## src/rtl/axi_msg_pkg.sv

```systemverilog
// -----------------------------------------------------------------------------
// axi_msg_pkg
//   Shared definitions for the axi_msg_master slice: message width, stall
//   timer width and the handshake FSM state type.
//   No ports (package).
// -----------------------------------------------------------------------------
package axi_msg_pkg;

    localparam int unsigned MSG_W   = 32;
    localparam int unsigned TIMER_W = 16;

    // IDLE: output register empty (valid low); SEND: output register holds a message
    typedef enum logic {
        IDLE = 1'b0,
        SEND = 1'b1
    } state_e;

endpackage

```

## src/rtl/axi_msg_master_if.sv

```systemverilog
// -----------------------------------------------------------------------------
// axi_msg_master_if
//   Valid/ready message handshake between axi_msg_master and axi_slave.
//   Signals:
//     valid    master -> slave   message is valid
//     ready    slave  -> master  slave accepts the message this cycle
//     message  master -> slave   MSG_W-bit payload
//   Modports: master (drives valid/message), slave (drives ready).
// -----------------------------------------------------------------------------
interface axi_msg_master_if;
    import axi_msg_pkg::*;

    logic             valid;
    logic             ready;
    logic [MSG_W-1:0] message;

    modport master (output valid, output message, input ready);
    modport slave  (input valid, input message, output ready);

endinterface

```

## src/rtl/msg_fifo_mem.sv

```systemverilog
// -----------------------------------------------------------------------------
// msg_fifo_mem
//   DEPTH x MSG_W register array backing the message FIFO. One synchronous
//   write port, one asynchronous read port (used to present the FIFO head).
//   Ports:
//     clk      in   clock
//     wr_en    in   write wr_data at wr_addr on the rising edge
//     wr_addr  in   write address
//     wr_data  in   write data
//     rd_addr  in   read address
//     rd_data  out  mem[rd_addr], combinational
//   Storage is not reset; validity is tracked by the owner's pointers/count.
// -----------------------------------------------------------------------------
module msg_fifo_mem
    import axi_msg_pkg::*;
#(
    parameter int unsigned DEPTH = 4
) (
    input  logic                     clk,
    input  logic                     wr_en,
    input  logic [$clog2(DEPTH)-1:0] wr_addr,
    input  logic [MSG_W-1:0]         wr_data,
    input  logic [$clog2(DEPTH)-1:0] rd_addr,
    output logic [MSG_W-1:0]         rd_data
);

    logic [MSG_W-1:0] mem [DEPTH];

    always_ff @(posedge clk) begin
        if (wr_en) begin
            mem[wr_addr] <= wr_data;
        end
    end

    assign rd_data = mem[rd_addr];

endmodule

```

## src/rtl/axi_msg_master.sv

```systemverilog
// -----------------------------------------------------------------------------
// axi_msg_master
//   Buffers 32-bit messages written by the core and presents them one at a
//   time on a valid/ready handshake. DEPTH-entry FIFO plus one output holding
//   register; a two-state FSM (IDLE/SEND) owns the handshake.
//   Ports:
//     clk_i       in   clock, all logic on posedge
//     reset_ni    in   asynchronous active-low reset
//     wr_en_i     in   push wr_data_i this cycle
//     wr_data_i   in   message to send
//     clear_i     in   synchronous flush of FIFO, output register and sticky flags
//     full_o      out  FIFO holds DEPTH entries
//     empty_o     out  FIFO empty and output register empty
//     level_o     out  FIFO occupancy 0..DEPTH (output register excluded)
//     overflow_o  out  sticky: a push was dropped
//     bus         master modport: valid / ready / message
//     timeout_o   out  sticky stall flag
//   Configuration macro: AXI_MST_TIMEOUT_EN enables the stall timer behind
//   timeout_o; without it timeout_o is tied low and TIMEOUT_CYC is unused.
// -----------------------------------------------------------------------------
module axi_msg_master
    import axi_msg_pkg::*;
#(
    parameter int unsigned DEPTH       = 4,
    parameter int unsigned TIMEOUT_CYC = 256
) (
    input  logic                   clk_i,
    input  logic                   reset_ni,
    input  logic                   wr_en_i,
    input  logic [MSG_W-1:0]       wr_data_i,
    input  logic                   clear_i,
    output logic                   full_o,
    output logic                   empty_o,
    output logic [$clog2(DEPTH):0] level_o,
    output logic                   overflow_o,
    axi_msg_master_if.master       bus,
    output logic                   timeout_o
);

    localparam int unsigned PTR_W = $clog2(DEPTH);
    localparam int unsigned CNT_W = PTR_W + 1;

    state_e           state_q, state_d;
    logic [PTR_W-1:0] rd_ptr_q, wr_ptr_q;
    logic [CNT_W-1:0] count_q;
    logic [MSG_W-1:0] out_q;
    logic [MSG_W-1:0] head;
    logic             overflow_q;

    logic fifo_empty;
    logic fifo_full;
    logic xfer;
    logic pop;          // FIFO head moves into the output register
    logic load_direct;  // wr_data_i goes straight into the output register
    logic push_req;     // a write that targets the FIFO
    logic push_ok;

    assign fifo_empty = (count_q == '0);
    assign fifo_full  = (count_q == CNT_W'(DEPTH));
    assign xfer       = (state_q == SEND) && bus.ready;

    // ------------------------------------------------------------------
    // FSM next state and datapath controls
    // ------------------------------------------------------------------
    always_comb begin
        state_d     = state_q;
        pop         = 1'b0;
        load_direct = 1'b0;
        push_req    = wr_en_i;

        unique case (state_q)
            IDLE: begin
                if (!fifo_empty) begin
                    pop     = 1'b1;
                    state_d = SEND;
                end else if (wr_en_i) begin
                    // Bypass only when the FIFO is empty, so ordering holds
                    load_direct = 1'b1;
                    push_req    = 1'b0;
                    state_d     = SEND;
                end
            end
            SEND: begin
                if (xfer) begin
                    if (!fifo_empty) begin
                        pop = 1'b1;
                    end else begin
                        state_d = IDLE;
                    end
                end
            end
            default: state_d = IDLE;
        endcase

        // Flush wins over everything; a coinciding write is discarded silently
        if (clear_i) begin
            state_d     = IDLE;
            pop         = 1'b0;
            load_direct = 1'b0;
            push_req    = 1'b0;
        end
    end

    // Fullness is judged on the pre-cycle count: a same-cycle pop frees nothing
    assign push_ok = push_req && !fifo_full;

    always_ff @(posedge clk_i or negedge reset_ni) begin
        if (!reset_ni) begin
            state_q <= IDLE;
        end else begin
            state_q <= state_d;
        end
    end

    // ------------------------------------------------------------------
    // Pointers, count, output register, overflow flag
    // ------------------------------------------------------------------
    always_ff @(posedge clk_i or negedge reset_ni) begin
        if (!reset_ni) begin
            rd_ptr_q   <= '0;
            wr_ptr_q   <= '0;
            count_q    <= '0;
            out_q      <= '0;
            overflow_q <= 1'b0;
        end else if (clear_i) begin
            rd_ptr_q   <= '0;
            wr_ptr_q   <= '0;
            count_q    <= '0;
            out_q      <= '0;
            overflow_q <= 1'b0;
        end else begin
            if (pop) begin
                rd_ptr_q <= rd_ptr_q + 1'b1;
            end
            if (push_ok) begin
                wr_ptr_q <= wr_ptr_q + 1'b1;
            end
            count_q <= count_q + CNT_W'(push_ok) - CNT_W'(pop);

            if (pop) begin
                out_q <= head;
            end else if (load_direct) begin
                out_q <= wr_data_i;
            end

            if (push_req && fifo_full) begin
                overflow_q <= 1'b1;
            end
        end
    end

    msg_fifo_mem #(
        .DEPTH (DEPTH)
    ) u_mem (
        .clk     (clk_i),
        .wr_en   (push_ok),
        .wr_addr (wr_ptr_q),
        .wr_data (wr_data_i),
        .rd_addr (rd_ptr_q),
        .rd_data (head)
    );

    // ------------------------------------------------------------------
    // Outputs
    // ------------------------------------------------------------------
    assign bus.valid   = (state_q == SEND);
    assign bus.message = (state_q == SEND) ? out_q : '0;
    assign full_o      = fifo_full;
    assign empty_o     = fifo_empty && (state_q == IDLE);
    assign level_o     = count_q;
    assign overflow_o  = overflow_q;

`ifdef AXI_MST_TIMEOUT_EN
    // stall_q counts completed stall cycles; the flag sets on the cycle
    // that brings the total to TIMEOUT_CYC.
    localparam logic [TIMER_W-1:0] STALL_LIM = TIMER_W'(TIMEOUT_CYC - 1);

    logic [TIMER_W-1:0] stall_q;
    logic               timeout_q;
    logic               stall;

    assign stall = (state_q == SEND) && !bus.ready;

    always_ff @(posedge clk_i or negedge reset_ni) begin
        if (!reset_ni) begin
            stall_q   <= '0;
            timeout_q <= 1'b0;
        end else if (clear_i) begin
            stall_q   <= '0;
            timeout_q <= 1'b0;
        end else if (stall) begin
            if (stall_q != '1) begin
                stall_q <= stall_q + 1'b1;
            end
            if (stall_q >= STALL_LIM) begin
                timeout_q <= 1'b1;
            end
        end else begin
            stall_q <= '0;
        end
    end

    assign timeout_o = timeout_q;
`else
    logic unused_timeout_cfg;
    assign unused_timeout_cfg = ^TIMEOUT_CYC;
    assign timeout_o          = 1'b0;
`endif

endmodule
```

## src/flat_wrapper.sv

```systemverilog
// flat-port wrapper written by rule: the top's interface ports become plain ports
module axi_msg_master_flat import axi_msg_pkg::*;
#(
    parameter int unsigned DEPTH       = 4,
    parameter int unsigned TIMEOUT_CYC = 256
)
  (clk_i, reset_ni, wr_en_i, wr_data_i, clear_i, full_o, empty_o, level_o, overflow_o, timeout_o, bus_valid, bus_message, bus_ready);
  axi_msg_master_if bus_i ();
  input  logic clk_i;
  input  logic reset_ni;
  input  logic wr_en_i;
  input  logic [MSG_W-1:0] wr_data_i;
  input  logic clear_i;
  output logic full_o;
  output logic empty_o;
  output logic [$clog2(DEPTH):0] level_o;
  output logic overflow_o;
  output logic timeout_o;
  output wire logic [$bits(bus_i.valid)-1:0] bus_valid;
  output wire logic [$bits(bus_i.message)-1:0] bus_message;
  input wire logic [$bits(bus_i.ready)-1:0] bus_ready;
  assign bus_valid = bus_i.valid;
  assign bus_message = bus_i.message;
  assign bus_i.ready = bus_ready;
  axi_msg_master #(.DEPTH(DEPTH), .TIMEOUT_CYC(TIMEOUT_CYC)) u_core (.clk_i(clk_i), .reset_ni(reset_ni), .wr_en_i(wr_en_i), .wr_data_i(wr_data_i), .clear_i(clear_i), .full_o(full_o), .empty_o(empty_o), .level_o(level_o), .overflow_o(overflow_o), .bus(bus_i), .timeout_o(timeout_o));
endmodule
```

## config.mk

```make
export PLATFORM = sky130hd
export DESIGN_NAME = axi_msg_master_flat
export DESIGN_NICKNAME = d
export VERILOG_FILES = /design/src/rtl/axi_msg_pkg.sv /design/src/rtl/axi_msg_master_if.sv /design/src/rtl/msg_fifo_mem.sv /design/src/rtl/axi_msg_master.sv /design/src/flat_wrapper.sv
export SDC_FILE = /design/constraint.sdc
export NUM_CORES = 1
export LEC_CHECK = 0
export ABC_AREA = 1
export CAP_MARGIN = 20
export CORE_ASPECT_RATIO = 1.4
export CORE_UTILIZATION = 35
export CTS_CLUSTER_SIZE = 30
export DETAILED_ROUTE_END_ITERATION = 8
export PLACE_DENSITY_LB_ADDON = 0.08
export SYNTH_ARGS = -nofsm -noshare
export SYNTH_HDL_FRONTEND = slang
export SYNTH_SLANG_ARGS = --single-unit
```

## constraint.sdc

```tcl
create_clock -name clk_i -period 5.2 [get_ports clk_i]
set_clock_uncertainty 0.15 [all_clocks]
set_input_delay 0.52 -clock clk_i [delete_from_list [all_inputs] [get_ports clk_i]]
set_output_delay 0.52 -clock clk_i [all_outputs]
set_load 0.005 [all_outputs]
```

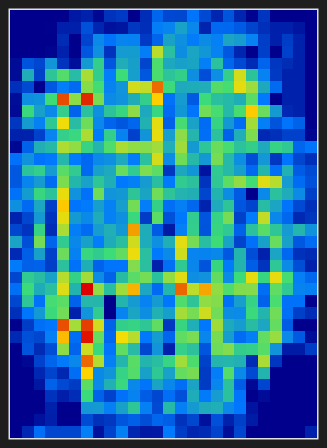
(wiring heat map)
26 x 36 tiles, from dark blue (low) to red (high), scaled to the fullest tile. Values are wire area over tile area, all layers added.
fullest tile	0.42
densest ninth of the die	center
mean over tiles	0.12

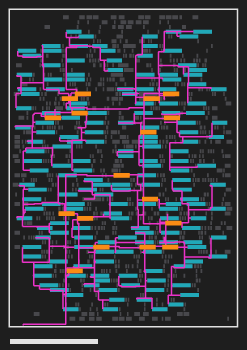
(clock network drawn from the DEF)
Bar = 50 µm.
[flip-flops] cyan | count: 169
[clock wires] magenta | length: 2020 µm
[clock-net drivers] orange | count: 17
routed clock nets	18

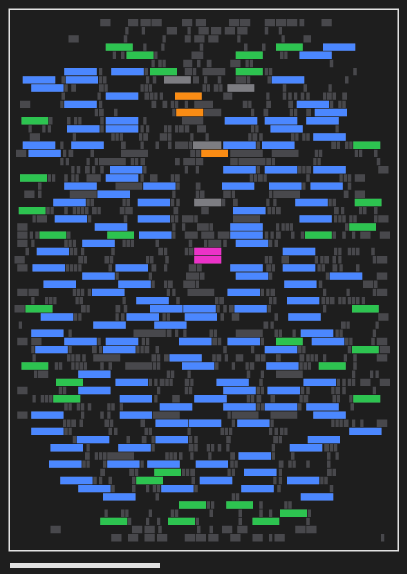
(sequential cells colored by netlist name)
Bar = 50 µm. Other sequential cells in the stronger gray, the rest of the logic in the fainter gray.
netlist name	color	sequential cells
u_core.wr_ptr_q	magenta	2
u_core.u_mem.mem	blue	128
u_core.out_q	green	32
u_core.level_o	orange	3
not colored	4

[metal layers]
| metal | GRT usage (%) | vias up | share of wire (%) |
|---|---|---|---|
| met5 | 0 | - | 0 |
| met4 | 4.61 | 0 | 0.93 |
| met3 | 2.92 | 11 | 3.1 |
| met2 | 32.0 | 90 | 52 |
| met1 | 21.4 | 2579 | 44 |
| li1 | - | 2811 | - |
[registers in the layout, indices dropped and copies added (netlist names)]
signal and count:
u_core.u_mem.mem 128, u_core.out_q 32, u_core.level_o 3, u_core.wr_ptr_q 2, u_core.overflow_o 1, u_core.rd_ptr_q 2
u_core.bus.valid 1
[cell type report]
cell class	count	area [µm²]
Fill cell	2230	12500
Sequential cell	169	4870
Multi-Input combinational cell	493	2130
Timing Repair Buffer	87	836
Inverter	182	684
Clock buffer	22	454
Tap cell	297	372
Clock inverter	10	104
==> notes.md <==
run results: Critical Path End Type=flip-flop, P_seq=1750 µW, Port-buffer cells=75, CP Launch Point=clear_i, synthesized area per cell=8.92 µm², Syn Inst Count=884, sum of negative setup slack=0 ns, # setup viols final=0, first-pass GRT wire length=30.5 mm, Row Count=64, Area growth syn-to-layout=19.8%, clock network power=1210 µW, Slew HR=44.5%, initial antenna violation count=0, antenna-violating nets left=0, Top logic family=simple AND/OR/NAND/NOR gates, YS warnings=0, IO Count=77, CTS buffer count=17, layout cell share with drive strength beyond 1=5.82%, Synth area leader=edfxtp_1, vias per cell=around 4.4, CP arrival=3.56 ns, Clock power frac=28.3%, Clk pin slew, worst setup/hold paths=0.07 ns, vias in the first global route=5494, Tcrit/Tclk final=65.5%, CP max-delay cell=inv_1, area fraction in compound gates=0.746%, Chip Height=180 µm, clk latency late pin=0.42 ns, most used flip-flop cell=edfxtp_1, CP Capture Point=u_core.level_o[2], DP HPWL=11.0 mm, core area=between 20000 and 25000 µm², Synth async-reset ratio=24.3%, mux share=0%, Mapped Nets=927, top area contributor share=between 40% and 50%, worst setup margin=approximately 1.8 ns, Static Leakage=0.00462 µW, nets=993, Comb power frac=a little under a third, post-synthesis cell area=7890 µm², Crit Path Max Fanout=20, most used logic cell in the final layout=nand2_1, P_comb=approximately 1300 µW, endpoints failing hold=0, wire per inst=14.9 µm, P_int=2830 µW, worst slack, placed=1.36 ns, Total GRT Usage=approximately 18%, CP top delay family=buffers and inverters, worst r2r path cells=5, Top area cell types=edfxtp_1 49%, nand2_1 18%, dfrtp_1 13%, First-pass DRT Iterations=5, Tool Warnings=29, CP bufs+invs=4, Distinct cells, synth=28, Synth Area in Adders=1.05%, worst vdd ir=287 µV, register share after synthesis=roughly three fifths, WP data required=5.35 ns, Worst R2R Start=u_core.level_o[1], CTS tree=yes, vias=approximately 5500, final core utilization=~43%, area fraction in and, or, nand and nor cells=24.7%, fin. max-slew vios=0, largest power group=sequential cells, count leader, synth=nand2_1, CTS Buffer Depth=2, number of enable flip-flop cells=128, Net Sw Frac=33.9%, yosys cell count=884, Reg power frac=between 40% and 50%, outcome=completed, Die Size=23100 µm², maxcap violations=0, Flops after synth=169, crit-path cells=clkdlybuf4s50_1 -> inv_1 -> nand3_1 -> inv_2 -> nand2_1 -> nand2_1 -> ha_1 -> inv_1 -> fa_1 -> o21ai_0 -> a21oi_1, initial DRC count=301
No activity file was given, so power comes from the tool's default toggle rates.
